$ cat src/rtl/hazard_scoreboard_unit.sv
// hazard_scoreboard_unit
// Hazard detection and operand-forwarding controller for the pipelined MIPS
// core. It sits beside the ID stage and does four jobs:
//   - picks a forwarding source for each ID read port
//     (EX has priority over MEM, which has priority over WB);
//   - raises a load-use stall when a port needs the result of a load in EX;
//   - keeps a busy/countdown scoreboard for multi-cycle (mul/div) results
//     and stalls on RAW or WAW hazards against those registers;
//   - counts stall cycles in a saturating performance counter.
//
// Ports:
//   clk, rst_n            clock (rising edge); asynchronous active-low reset
//   id_valid              ID holds a valid instruction
//   id_src_used/no        per-port source-used flags and packed source numbers
//   id_dst_write/no       ID instruction writes register id_dst_no
//   id_is_long/long_lat   multi-cycle op and its cycles-until-WB
//   ex/mem/wb_regwrite    producer stage writes a register
//   ex/mem/wb_writereg    producer stage destination register
//   ex_is_load            EX holds a load
//   flush                 ID instruction is squashed this cycle
//   fwd_sel               2 bits per port: 00 regfile, 01 EX, 10 MEM, 11 WB
//   stall                 hold PC and IF/ID, inject bubble into EX
//   stall_cause           00 none, 01 load-use, 10 scoreboard RAW, 11 WAW
//   stall_count           saturating count of stall cycles since reset

module hazard_scoreboard_unit #(
   parameter int NUM_SRC    = 2,
   parameter int REG_ADDR_W = 5,
   parameter int LAT_W      = 3,
   parameter int PERF_W     = 16
) (
   input  logic                          clk,
   input  logic                          rst_n,
   input  logic                          id_valid,
   input  logic [NUM_SRC-1:0]            id_src_used,
   input  logic [NUM_SRC*REG_ADDR_W-1:0] id_src_no,
   input  logic                          id_dst_write,
   input  logic [REG_ADDR_W-1:0]         id_dst_no,
   input  logic                          id_is_long,
   input  logic [LAT_W-1:0]              id_long_lat,
   input  logic                          ex_regwrite,
   input  logic                          mem_regwrite,
   input  logic                          wb_regwrite,
   input  logic [REG_ADDR_W-1:0]         ex_writereg,
   input  logic [REG_ADDR_W-1:0]         mem_writereg,
   input  logic [REG_ADDR_W-1:0]         wb_writereg,
   input  logic                          ex_is_load,
   input  logic                          flush,
   output logic [2*NUM_SRC-1:0]          fwd_sel,
   output logic                          stall,
   output logic [1:0]                    stall_cause,
   output logic [PERF_W-1:0]             stall_count
);

   localparam int NUM_REGS = 1 << REG_ADDR_W;

   logic [NUM_REGS-1:0]   busy;
   logic [LAT_W-1:0]      cnt [NUM_REGS];
   logic [REG_ADDR_W-1:0] src_no [NUM_SRC];
   logic [NUM_SRC-1:0]    src_live;
   logic                  load_use;
   logic                  raw_hit;
   logic                  waw_hit;
   logic                  issue;
   logic [LAT_W-1:0]      issue_lat;

   // A port only takes part in hazard checks when the instruction is valid,
   // the port is actually read, and it is not r0 (r0 is hard-wired zero).
   for (genvar k = 0; k < NUM_SRC; k++) begin : g_src
      assign src_no[k]   = id_src_no[k*REG_ADDR_W +: REG_ADDR_W];
      assign src_live[k] = id_valid & id_src_used[k] & (src_no[k] != '0);
   end

   // Per-port forwarding select and hazard detection. A load in EX cannot
   // forward yet, so that port reads the regfile path and a load-use stall is
   // raised; MEM/WB are deliberately not used as a fallback because they hold
   // an older value of the same register.
   always_comb begin
      fwd_sel  = '0;
      load_use = 1'b0;
      raw_hit  = 1'b0;
      for (int k = 0; k < NUM_SRC; k++) begin
         if (src_live[k]) begin
            if (ex_regwrite && (ex_writereg == src_no[k])) begin
               if (ex_is_load) begin
                  load_use = 1'b1;
               end else begin
                  fwd_sel[2*k +: 2] = 2'b01;
               end
            end else if (mem_regwrite && (mem_writereg == src_no[k])) begin
               fwd_sel[2*k +: 2] = 2'b10;
            end else if (wb_regwrite && (wb_writereg == src_no[k])) begin
               fwd_sel[2*k +: 2] = 2'b11;
            end
            if (busy[src_no[k]]) begin
               raw_hit = 1'b1;
            end
         end
      end
   end

   // busy[0] is never set, so a write to r0 can never produce a WAW stall.
   assign waw_hit = id_valid & id_dst_write & busy[id_dst_no];

   assign stall = id_valid & ~flush & (load_use | raw_hit | waw_hit);

   // Cause encoding follows priority load-use > RAW > WAW and reads 00
   // whenever no stall is raised (including flushed cycles).
   always_comb begin
      stall_cause = 2'b00;
      if (stall) begin
         if (load_use) begin
            stall_cause = 2'b01;
         end else if (raw_hit) begin
            stall_cause = 2'b10;
         end else begin
            stall_cause = 2'b11;
         end
      end
   end

   // A long op is accepted only when it actually leaves ID this cycle. A
   // latency of zero is treated as one so the entry is busy for at least one
   // cycle and the value is then picked up through the WB forward path.
   assign issue     = id_valid & ~stall & ~flush & id_is_long & id_dst_write
                      & (id_dst_no != '0);
   assign issue_lat = (id_long_lat == '0) ? LAT_W'(1) : id_long_lat;

   // Scoreboard: each busy entry counts down once per cycle and clears on the
   // edge after it reaches one. Flush does not touch entries already issued
   // because those long ops always run to completion.
   always_ff @(posedge clk or negedge rst_n) begin
      if (!rst_n) begin
         busy <= '0;
         for (int r = 0; r < NUM_REGS; r++) begin
            cnt[r] <= '0;
         end
      end else begin
         for (int r = 0; r < NUM_REGS; r++) begin
            if (issue && (id_dst_no == REG_ADDR_W'(r))) begin
               busy[r] <= 1'b1;
               cnt[r]  <= issue_lat;
            end else if (busy[r]) begin
               if (cnt[r] <= LAT_W'(1)) begin
                  busy[r] <= 1'b0;
                  cnt[r]  <= '0;
               end else begin
                  cnt[r]  <= cnt[r] - LAT_W'(1);
               end
            end
         end
      end
   end

   // Stall-cycle counter, holding at all-ones rather than wrapping.
   always_ff @(posedge clk or negedge rst_n) begin
      if (!rst_n) begin
         stall_count <= '0;
      end else if (stall && (stall_count != '1)) begin
         stall_count <= stall_count + PERF_W'(1);
      end
   end

endmodule

$ cat config.mk
export PLATFORM = sky130hd
export DESIGN_NAME = hazard_scoreboard_unit
export DESIGN_NICKNAME = d
export VERILOG_FILES = /design/src/rtl/hazard_scoreboard_unit.sv
export SDC_FILE = /design/constraint.sdc
export NUM_CORES = 1
export LEC_CHECK = 0
export ABC_AREA = 1
export CAP_MARGIN = 20
export CORE_MARGIN = 1
export CORE_UTILIZATION = 40
export CTS_CLUSTER_SIZE = 28
export DETAILED_ROUTE_END_ITERATION = 6
export PLACE_DENSITY = 0.57
export SYNTH_ARGS = -nofsm -noshare
export SYNTH_HDL_FRONTEND = slang
export SYNTH_SLANG_ARGS = --single-unit
export TNS_END_PERCENT = 20
$ cat constraint.sdc
create_clock -name clk -period 2.15 [get_ports clk]
set_input_delay 0.215 -clock clk [delete_from_list [all_inputs] [get_ports clk]]
set_output_delay 0.215 -clock clk [all_outputs]
set_load 0.01 [all_outputs]
layer_met4.png
Scale bar: 50 um.
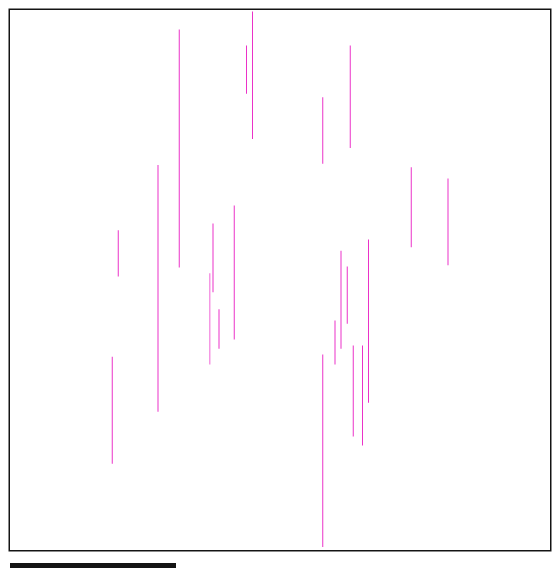
wire length on this layer: 666 um
longest straight run: 74.1 um
main direction: vertical
share of all routed wire: 2.2%
post-detailed-routing wire length: 29880 um
routed vias: 10.24k

congestion.png
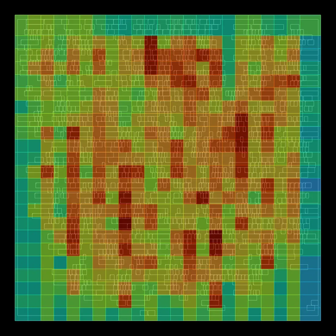
overall fraction of global-route tracks in use: 23.40%
end-of-flow core utilization: 52.83%

logic_types.png
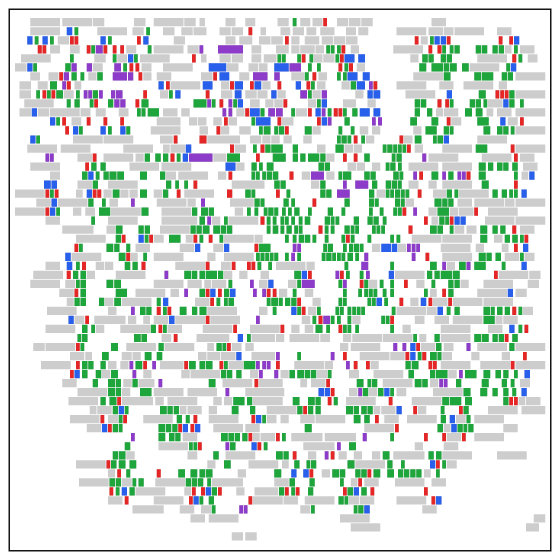
| family | colour | cells |
|---|---|---|
| inv cells | red | 222 |
| nand cells | green | 673 |
| nor cells | purple | 99 |
| aoi and oai cells | blue | 111 |

flops_by_reg.png
Scale bar: 50 um. Other cells in grey.
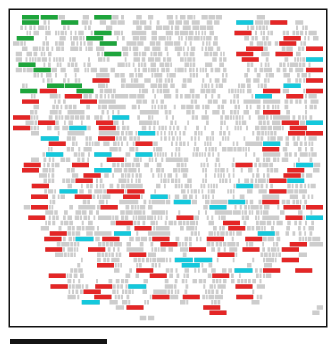
| signal | colour | flops |
|---|---|---|
| cnt | red | 96 |
| stall_count | green | 16 |
| busy | cyan | 32 |
fraction of standard cell area that is sequential: 27.09%
register cell area after layout: 0.003615 mm2

==> report_table.html <==
<h2>Synthesis and place &amp; route</h2>
<table>
<tr><th>Metric</th><th>Value</th></tr>
<tr><th colspan="2">Synthesis</th></tr>
<tr><td>Post-synth ARST share</td><td>100.0%</td></tr>
<tr><td>Part of the Yosys area used for sequential elements</td><td>34.84%</td></tr>
<tr><td>Yosys cell count</td><td>1449</td></tr>
<tr><td>Tally of unique sky130hd cells used after synthesis</td><td>34</td></tr>
<tr><td>Primary FF master, synth</td><td>sky130_fd_sc_hd__dfrtp_1</td></tr>
<tr><td>Yosys synthesis warning count</td><td>0</td></tr>
<tr><td>YS chip area</td><td>0.01034 mm2</td></tr>
<tr><th colspan="2">Layout</th></tr>
<tr><td>Top Registers</td><td>cnt (96), busy (32), stall_count (16)</td></tr>
<tr><td>Total number of nets in the final design</td><td>1747</td></tr>
<tr><td>Register with the most flip-flops</td><td>cnt</td></tr>
<tr><td>Flip-flop count of the largest register, all copies and words added</td><td>96</td></tr>
<tr><td>Layout Cell Area excl Fill</td><td>0.01334 mm2</td></tr>
<tr><td>Final cell count without fillers</td><td>1983</td></tr>
<tr><th colspan="2">Clock tree</th></tr>
<tr><td>CTS root buffer</td><td>sky130_fd_sc_hd__clkbuf_16</td></tr>
<tr><td>Clock-pin slew of the registers on the worst-case setup and hold paths</td><td>0.07 ns</td></tr>
<tr><td>Total number of clock tree sinks</td><td>144</td></tr>
<tr><td>Max Buffers Root-to-Sink</td><td>2</td></tr>
<tr><td>H-tree levels</td><td>4</td></tr>
<tr><td>Clock latency reported for the late side of the worst-skew pair</td><td>0.44 ns</td></tr>
<tr><td>CTS tree</td><td>done</td></tr>
<tr><th colspan="2">Job</th></tr>
<tr><td>Number of OpenROAD warnings</td><td>58</td></tr>
<tr><th colspan="2">Power and ir drop</th></tr>
<tr><td>Part of the total power dissipated in the clock network</td><td>40.2%</td></tr>
<tr><td>Internal power summed over all cells</td><td>5.154 mW</td></tr>
<tr><td>Combinational fraction of design power</td><td>19.9%</td></tr>
<tr><td>Power per cell area</td><td>557.9 mW/mm2</td></tr>
<tr><th colspan="2">Floorplan</th></tr>
<tr><td>Floorplan die area</td><td>0.02651 mm2</td></tr>
<tr><td>Initial Util</td><td>40.96%</td></tr>
<tr><td>Overall die height</td><td>162.8 um</td></tr>
<tr><td>DIE WIDTH</td><td>162.8 um</td></tr>
<tr><th colspan="2">Critical path</th></tr>
<tr><td>CP Max Fanout</td><td>4</td></tr>
<tr><td>Register-to-register path setup slack</td><td>0.03 ns</td></tr>
<tr><td>Crit. End Element</td><td>primary output</td></tr>
<tr><td>Critical Path Source Type</td><td>flip-flop</td></tr>
<tr><td>Source of the worst register-to-register timing path</td><td>busy[9]</td></tr>
<tr><td>Data required time at the worst endpoint</td><td>1.93 ns</td></tr>
<tr><td>Endpoint of the worst register-to-register path</td><td>cnt[90]</td></tr>
<tr><th colspan="2">STA</th></tr>
<tr><td>Final setup slack of the worst path</td><td>-0.03772 ns</td></tr>
<tr><td>Final hold vios</td><td>0</td></tr>
<tr><td>Layout Skew</td><td>0.01423 ns</td></tr>
<tr><td>Setup Viol. Count Final</td><td>3</td></tr>
<tr><td>Count of final max-slew check failures</td><td>0</td></tr>
<tr><th colspan="2">Detailed routing</th></tr>
<tr><td>Iteration-0 DRC Markers</td><td>570</td></tr>
<tr><td>Post-route ant nets</td><td>0</td></tr>
<tr><td>Via/cell ratio</td><td>5.166</td></tr>
<tr><th colspan="2">Global routing</th></tr>
<tr><td>GR peak layer</td><td>met2</td></tr>
<tr><td>First-pass GRT wire length</td><td>49470 um</td></tr>
<tr><th colspan="2">Outcome</th></tr>
<tr><td>Result of the run</td><td>complete, but fails checks</td></tr>
<tr><td>Failing checks</td><td>negative setup slack</td></tr>
<tr><th colspan="2">Min path</th></tr>
<tr><td>Hold WC Path Type</td><td>input port to async pin</td></tr>
<tr><th colspan="2">Placement</th></tr>
<tr><td>Placement Cell Area</td><td>0.01237 mm2</td></tr>
<tr><td>Worst-case setup slack after placement</td><td>-0.7285 ns</td></tr>
</table>
layout make-up:
type	count	area (um2)	area share, %
clock inverters	14	145.1	1.088
diodes	1	2.502	0.01876
multi-input cells	1028	5822	43.64
repair buffers	226	2068	15.50
well taps	330	412.9	3.095
clock buffers	18	439.2	3.292
flip-flops and latches	144	3615	27.09
inverters	222	837.1	6.274
cell families after synthesis:
group	after synthesis	share of synthesized area (%)
AOI/OAI and AO/OA	111	5.734
and+or+nand+nor	804	36.54
buffers and inverters	277	11.03
adders and majority gates	63	7.621
xor gates and xnor gates	50	4.234
DFF	144	34.84
layer usage:
layer | part of all wire [%] | vias to the layer above
li1 | - | 5206
met1 | 46 | 4807
met2 | 48 | 182
met3 | 3.2 | 49
met4 | 2.2 | 0
met5 | 0 | -
power groups by stage:
| stage | logic [mW] | clock network [mW] | registers (mW) |
|---|---|---|---|
| 2_1_floorplan | 0.800 | 0 | 3.01 |
| 3_3_place_gp | 1.35 | 0 | 3.01 |
| 3_5_place_dp | 1.38 | 0 | 3.01 |
| 4_1_cts | 1.46 | 3.04 | 2.96 |
| 5_1_grt | 1.66 | 3.15 | 2.99 |
| 6_report | 1.48 | 2.99 | 2.96 |
worst max-delay path: stages, from the launching register on:
cell	delay, ns
sky130_fd_sc_hd__dfrtp_2	0.45
sky130_fd_sc_hd__nand2_1	0.07
sky130_fd_sc_hd__o21ai_1	0.06
sky130_fd_sc_hd__nand2_1	0.07
sky130_fd_sc_hd__nand2_1	0.05
sky130_fd_sc_hd__nand2_1	0.05
sky130_fd_sc_hd__nand2_1	0.06
sky130_fd_sc_hd__nor2_2	0.10
sky130_fd_sc_hd__nand2_1	0.07
sky130_fd_sc_hd__nand3_2	0.11
sky130_fd_sc_hd__nand2_4	0.07
sky130_fd_sc_hd__nor2_8	0.10
sky130_fd_sc_hd__inv_4	0.04
sky130_fd_sc_hd__nand2_4	0.06
sky130_fd_sc_hd__nor2_1	0.04
sky130_fd_sc_hd__buf_2	0.13
placed cells by master (no fill, tap or decap), types with 13 or more instances in the layout:
master                            count
sky130_fd_sc_hd__inv_2               19
sky130_fd_sc_hd__inv_1              200
sky130_fd_sc_hd__dfrtp_1            135
sky130_fd_sc_hd__clkdlybuf4s50_1     44
sky130_fd_sc_hd__clkbuf_16           18
sky130_fd_sc_hd__or2_2               31
sky130_fd_sc_hd__o21ai_1             19
sky130_fd_sc_hd__o21ai_0             36
sky130_fd_sc_hd__dlygate4sd2_1       13
sky130_fd_sc_hd__nor2_1              74
sky130_fd_sc_hd__nand2_1            282
sky130_fd_sc_hd__ha_1                63
sky130_fd_sc_hd__nand3_1            261
sky130_fd_sc_hd__nand4_1            100
sky130_fd_sc_hd__xor2_1              45
sky130_fd_sc_hd__a21oi_1             36
sky130_fd_sc_hd__nand3_2             23
sky130_fd_sc_hd__buf_4              140
worst max path at each step:
stage	startpoint	endpoint	slack [ns]
floorplan	stall_count[0]	stall_count[14]	0.28
global placement	id_dst_no[0]	stall_cause[0]	-0.73
detailed placement	id_dst_no[0]	stall_cause[0]	-0.73
CTS	busy[9]	stall_cause[0]	-0.11
global route	busy[13]	stall_cause[1]	-0.16
finish	busy[9]	stall_cause[1]	-0.04
Power is estimated from default activity; no workload was simulated.
